**Track usage over the die**

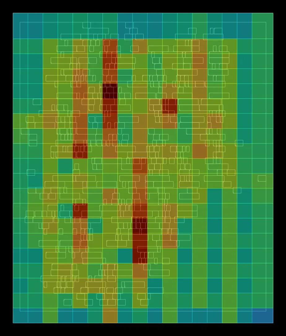
**Signal wires on met2**

Cells faint in the background.
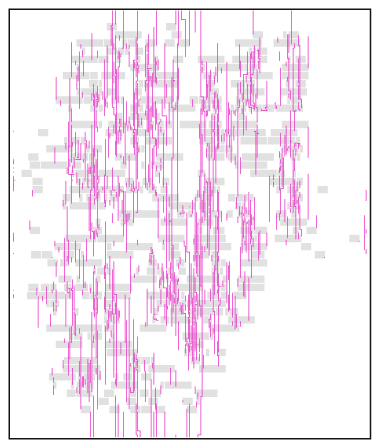
**Clock distribution**

Scale bar: 20 µm.
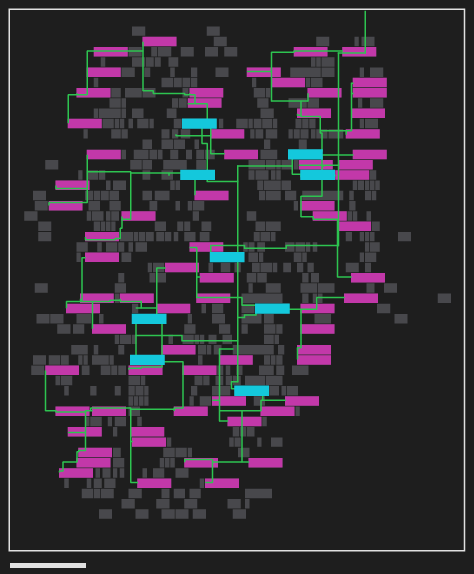
**Signal wires by layer**

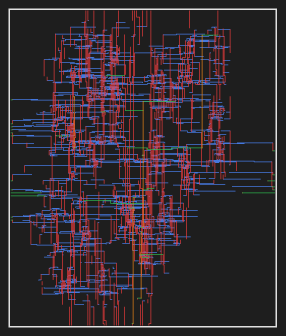
**M3 wires**

Scale bar: 20 µm. Cells faint in the background.
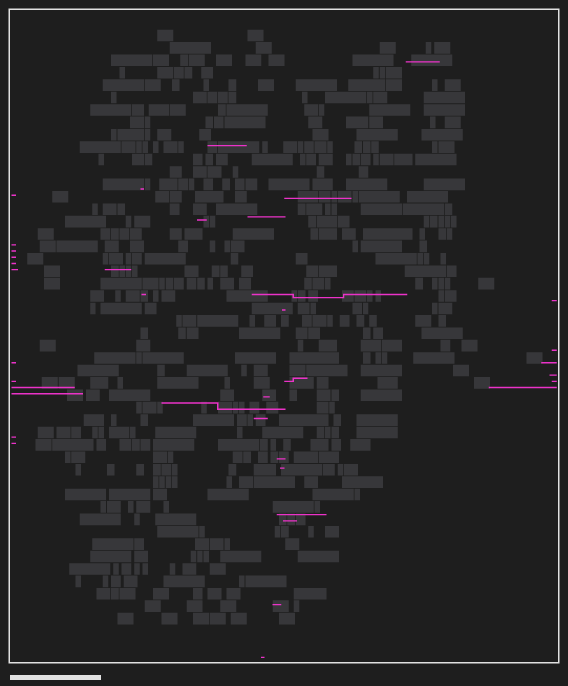
[src/rtl/loopback_bist_ctrl.sv]
// rtl/loopback_bist_ctrl.sv - PRBS7 loopback self-test controller for the MSK transceiver chain
// Drives the coder with PRBS7, self-synchronises to the CDR output and counts bit errors.
module loopback_bist_ctrl #(
  parameter int NUM_BITS  = 64,
  parameter int SYNC_SKIP = 8,
  parameter int TIMEOUT   = 4096
) (
  input  logic        inClock,
  input  logic        inReset,
  input  logic        inStart,
  input  logic        inAbort,
  input  logic        inCoderReady,
  output logic        outTxData,
  output logic        outTxEmpty,
  input  logic        inRxFlag,
  input  logic        inRxData,
  output logic        outBistMode,
  output logic        outBusy,
  output logic        outDone,
  output logic        outPass,
  output logic        outTimeout,
  output logic [15:0] outErrCount,
  output logic [15:0] outRxCount
);

  localparam int TOTAL = SYNC_SKIP + 7 + NUM_BITS;
  localparam int CW    = $clog2(TOTAL + 1);
  localparam int TW    = $clog2(TIMEOUT + 1);

  localparam logic [CW-1:0] SEED_START  = CW'(SYNC_SKIP);
  localparam logic [CW-1:0] CMP_START   = CW'(SYNC_SKIP + 7);
  localparam logic [CW-1:0] LAST_STROBE = CW'(TOTAL - 1);
  localparam logic [TW-1:0] TIMER_END   = TW'(TIMEOUT);

  typedef enum logic [1:0] {IDLE, RUN, REPORT} stateType;

  stateType state;
  stateType nextState;

  logic [6:0]    txLfsr;
  logic [6:0]    rxLfsr;
  logic [CW-1:0] strobeCnt;
  logic [TW-1:0] timer;
  logic [15:0]   errCountNext;

  logic startRun;
  logic inRun;
  logic consume;
  logic accept;
  logic seedPhase;
  logic comparePhase;
  logic expBit;
  logic bitError;
  logic lastCompare;
  logic runComplete;
  logic timerExpired;

  always_ff @(posedge inClock or posedge inReset) begin
    if (inReset) begin
      state <= IDLE;
    end else begin
      state <= nextState;
    end
  end

  // Abort outranks completion and timeout; REPORT always lasts exactly one cycle.
  always_comb begin
    nextState   = state;
    startRun    = 1'b0;
    outBusy     = 1'b0;
    outBistMode = 1'b0;
    outDone     = 1'b0;
    outTxEmpty  = 1'b1;
    outTxData   = 1'b0;
    unique case (state)
      IDLE: begin
        if (inStart && !inAbort) begin
          nextState = RUN;
          startRun  = 1'b1;
        end
      end
      RUN: begin
        outBusy     = 1'b1;
        outBistMode = 1'b1;
        outTxEmpty  = 1'b0;
        outTxData   = txLfsr[6];
        if (inAbort) begin
          nextState = IDLE;
        end else if (runComplete || timerExpired) begin
          nextState = REPORT;
        end
      end
      REPORT: begin
        outBistMode = 1'b1;
        outDone     = 1'b1;
        nextState   = IDLE;
      end
      default: begin
        nextState = IDLE;
      end
    endcase
  end

  assign inRun        = (state == RUN);
  assign consume      = inRun && inCoderReady;
  assign accept       = inRun && inRxFlag && !inAbort;
  assign seedPhase    = (strobeCnt >= SEED_START) && (strobeCnt < CMP_START);
  assign comparePhase = (strobeCnt >= CMP_START);
  assign expBit       = rxLfsr[6] ^ rxLfsr[5];
  assign bitError     = comparePhase && (inRxData != expBit);
  assign lastCompare  = (strobeCnt == LAST_STROBE);
  assign runComplete  = accept && lastCompare;
  // A strobe landing on the terminal count clears the timer instead of expiring it.
  assign timerExpired = inRun && !inRxFlag && (timer == TIMER_END);

  assign errCountNext = (accept && bitError && (outErrCount != 16'hFFFF))
                      ? outErrCount + 16'd1 : outErrCount;

  always_ff @(posedge inClock or posedge inReset) begin
    if (inReset) begin
      txLfsr      <= '0;
      rxLfsr      <= '0;
      strobeCnt   <= '0;
      timer       <= '0;
      outPass     <= 1'b0;
      outTimeout  <= 1'b0;
      outErrCount <= '0;
      outRxCount  <= '0;
    end else if (startRun) begin
      txLfsr      <= 7'h7F;
      rxLfsr      <= '0;
      strobeCnt   <= '0;
      timer       <= '0;
      outPass     <= 1'b0;
      outTimeout  <= 1'b0;
      outErrCount <= '0;
      outRxCount  <= '0;
    end else if (inRun) begin
      if (inAbort) begin
        outPass <= 1'b0;
      end else begin
        if (consume) begin
          txLfsr <= {txLfsr[5:0], txLfsr[6] ^ txLfsr[5]};
        end
        if (inRxFlag) begin
          timer     <= '0;
          strobeCnt <= strobeCnt + 1'b1;
          if (outRxCount != 16'hFFFF) begin
            outRxCount <= outRxCount + 16'd1;
          end
          // Compare phase shifts the expected bit so one bad bit costs one error.
          if (seedPhase) begin
            rxLfsr <= {rxLfsr[5:0], inRxData};
          end else if (comparePhase) begin
            rxLfsr <= {rxLfsr[5:0], expBit};
          end
          outErrCount <= errCountNext;
        end else if (timer != TIMER_END) begin
          timer <= timer + 1'b1;
        end
        if (runComplete) begin
          outPass <= (errCountNext == 16'd0);
        end
        if (timerExpired) begin
          outTimeout <= 1'b1;
          outPass    <= 1'b0;
        end
      end
    end
  end

endmodule

[config.mk]
export PLATFORM = sky130hd
export DESIGN_NAME = loopback_bist_ctrl
export DESIGN_NICKNAME = d
export VERILOG_FILES = /design/src/rtl/loopback_bist_ctrl.sv
export SDC_FILE = /design/constraint.sdc
export NUM_CORES = 1
export LEC_CHECK = 0
export CORE_ASPECT_RATIO = 1.2
export CORE_MARGIN = 3
export CORE_UTILIZATION = 25
export DETAILED_ROUTE_END_ITERATION = 10
export GPL_ROUTABILITY_DRIVEN = 1
export HOLD_SLACK_MARGIN = 0.03
export PLACE_DENSITY = 0.45
export SYNTH_ARGS = -nofsm -noshare
export SYNTH_HDL_FRONTEND = slang
export SYNTH_SLANG_ARGS = --single-unit
[constraint.sdc]
create_clock -name inClock -period 2.6 [get_ports inClock]
set_clock_uncertainty 0.1 [all_clocks]
set_input_delay 0.26 -clock inClock [delete_from_list [all_inputs] [get_ports inClock]]
set_output_delay 0.26 -clock inClock [all_outputs]
set_load 0.005 [all_outputs]
==> results_dict.tcl <==
# metrics dict for downstream scripts
set metrics [dict create \
    hold_ws_ns 0.225 \
    ys.flop_type "dfrtp_1" \
    top_layer_used "met4" \
    ys_warn_count 0 \
    ctsHoldBuffers 0 \
    setup_viol 0 \
    power.leakage_nw 2.11 \
    fin_tns_setup_ns 0 \
    yosysTopAreaCellShare_pct 44.8 \
    warning_count 32 \
    clockBufferDepth 2 \
    place_area_mm2 0.00469 \
    endpoint_kind "register" \
    outcome "finished clean" \
    globalRouteMet3Util_pct 2.10 \
    cp-start-kind "register" \
    avgSynthCellArea_um2 9.33 \
    boundaryPins 46 \
    slew_headroom_pct 67.2 \
    fin_crit_sh_pct 92.9 \
    vias_per_cell 4.62 \
    syn_area_mm2 0.00391 \
    grt_remaining_overflow 0 \
    fill_cells 1589 \
    postCtsSetupBuffers 0 \
    dieHeight_um 143 \
    wl_met1_um 4450 \
    max_stage_delay_ns 0.38 \
    met3_wirelength_um 194 \
]
## Picture notes: 'track usage over the die'
Tot GR Track Use: 11.9%
M1 GR Usage: 15.2%
GR peak layer: met2
WL per Instance: 14.0 µm
Final Util: 33.3%

## Picture notes: 'signal wires on met2'
nets with wire on the layer: 413
wire length on this layer: 4820 µm
longest straight run: 59.5 µm

## Picture notes: 'clock distribution'
[clock wires] green | length: 1010 µm
[cells driving clock nets] cyan | count: 9
[flip-flops] magenta | count: 70
flops lie: all over the die

## Picture notes: 'signal wires by layer'
| layer | colour | wire length |
|---|---|---|
| met4 | orange | 218 µm |
| met1 | blue | 4450 µm |
| met2 | red | 4820 µm |
| met3 | green | 195 µm |

## Picture notes: 'M3 wires'
main direction: horizontal
share of all routed wire: 2.0%
wire length on this layer: 195 µm
longest straight run: 15.4 µm

-- worst paths after layout --
| path | from | end | slack, ns | depth (start not counted) |
|---|---|---|---|---|
| max in group asynchronous | inReset | txLfsr[1] | 1.87 | 3 |
| min in group inClock | txLfsr[4] | txLfsr[5] | 0.39 | 2 |
| max reg2reg | state[1] | outPass | 0.18 | 9 |
| max | state[1] | outPass | 0.18 | 9 |
| min reg2reg | txLfsr[4] | txLfsr[5] | 0.39 | 2 |
| min | inReset | outRxCount[4] | 0.23 | 3 |
-- cell families (layout without fill, tap and decap cells) --
logic type / after synthesis / count (layout) / share of synthesized area (%)
adder cells (fa/ha/maj): 10 / 10 / 3.20
multiplexers: 8 / 8 / 2.08
AND/OR/NAND/NOR: 202 / 202 / 26.5
XOR/XNOR: 41 / 41 / 9.73
buffers and inverters: 29 / 96 / 3.68
flip-flops: 70 / 70 / 44.8
AND-OR/OR-AND: 59 / 59 / 9.96
-- final cells by class --
cell class / instances / area share, %
Clock buffer: 10 / 4.73
Clock inverter: 6 / 2.16
Inverter: 15 / 1.12
Multi-Input combinational cell: 320 / 40.1
Sequential cell: 70 / 34.7
Tap cell: 204 / 5.06
Timing Repair Buffer: 65 / 12.1
-- critical path: cells and delay by family, from the launching register on --
kind,cells,cell delay [ns]
buf+inv,1,0.11
fa+ha+maj,1,0.33
compound gates,2,0.58
simple gates,5,0.81
flops,1,0.38
-- power by group through the flow --
stage               combinational, W  sequential (W)  clock (W)
global route                0.000738         0.00131    0.00150
CTS                         0.000657         0.00129    0.00146
global placement            0.000645         0.00131          0
detailed placement          0.000652         0.00131          0
finish                      0.000641         0.00129    0.00142
floorplan                   0.000390         0.00129          0
Power is estimated from default activity; no workload was simulated.
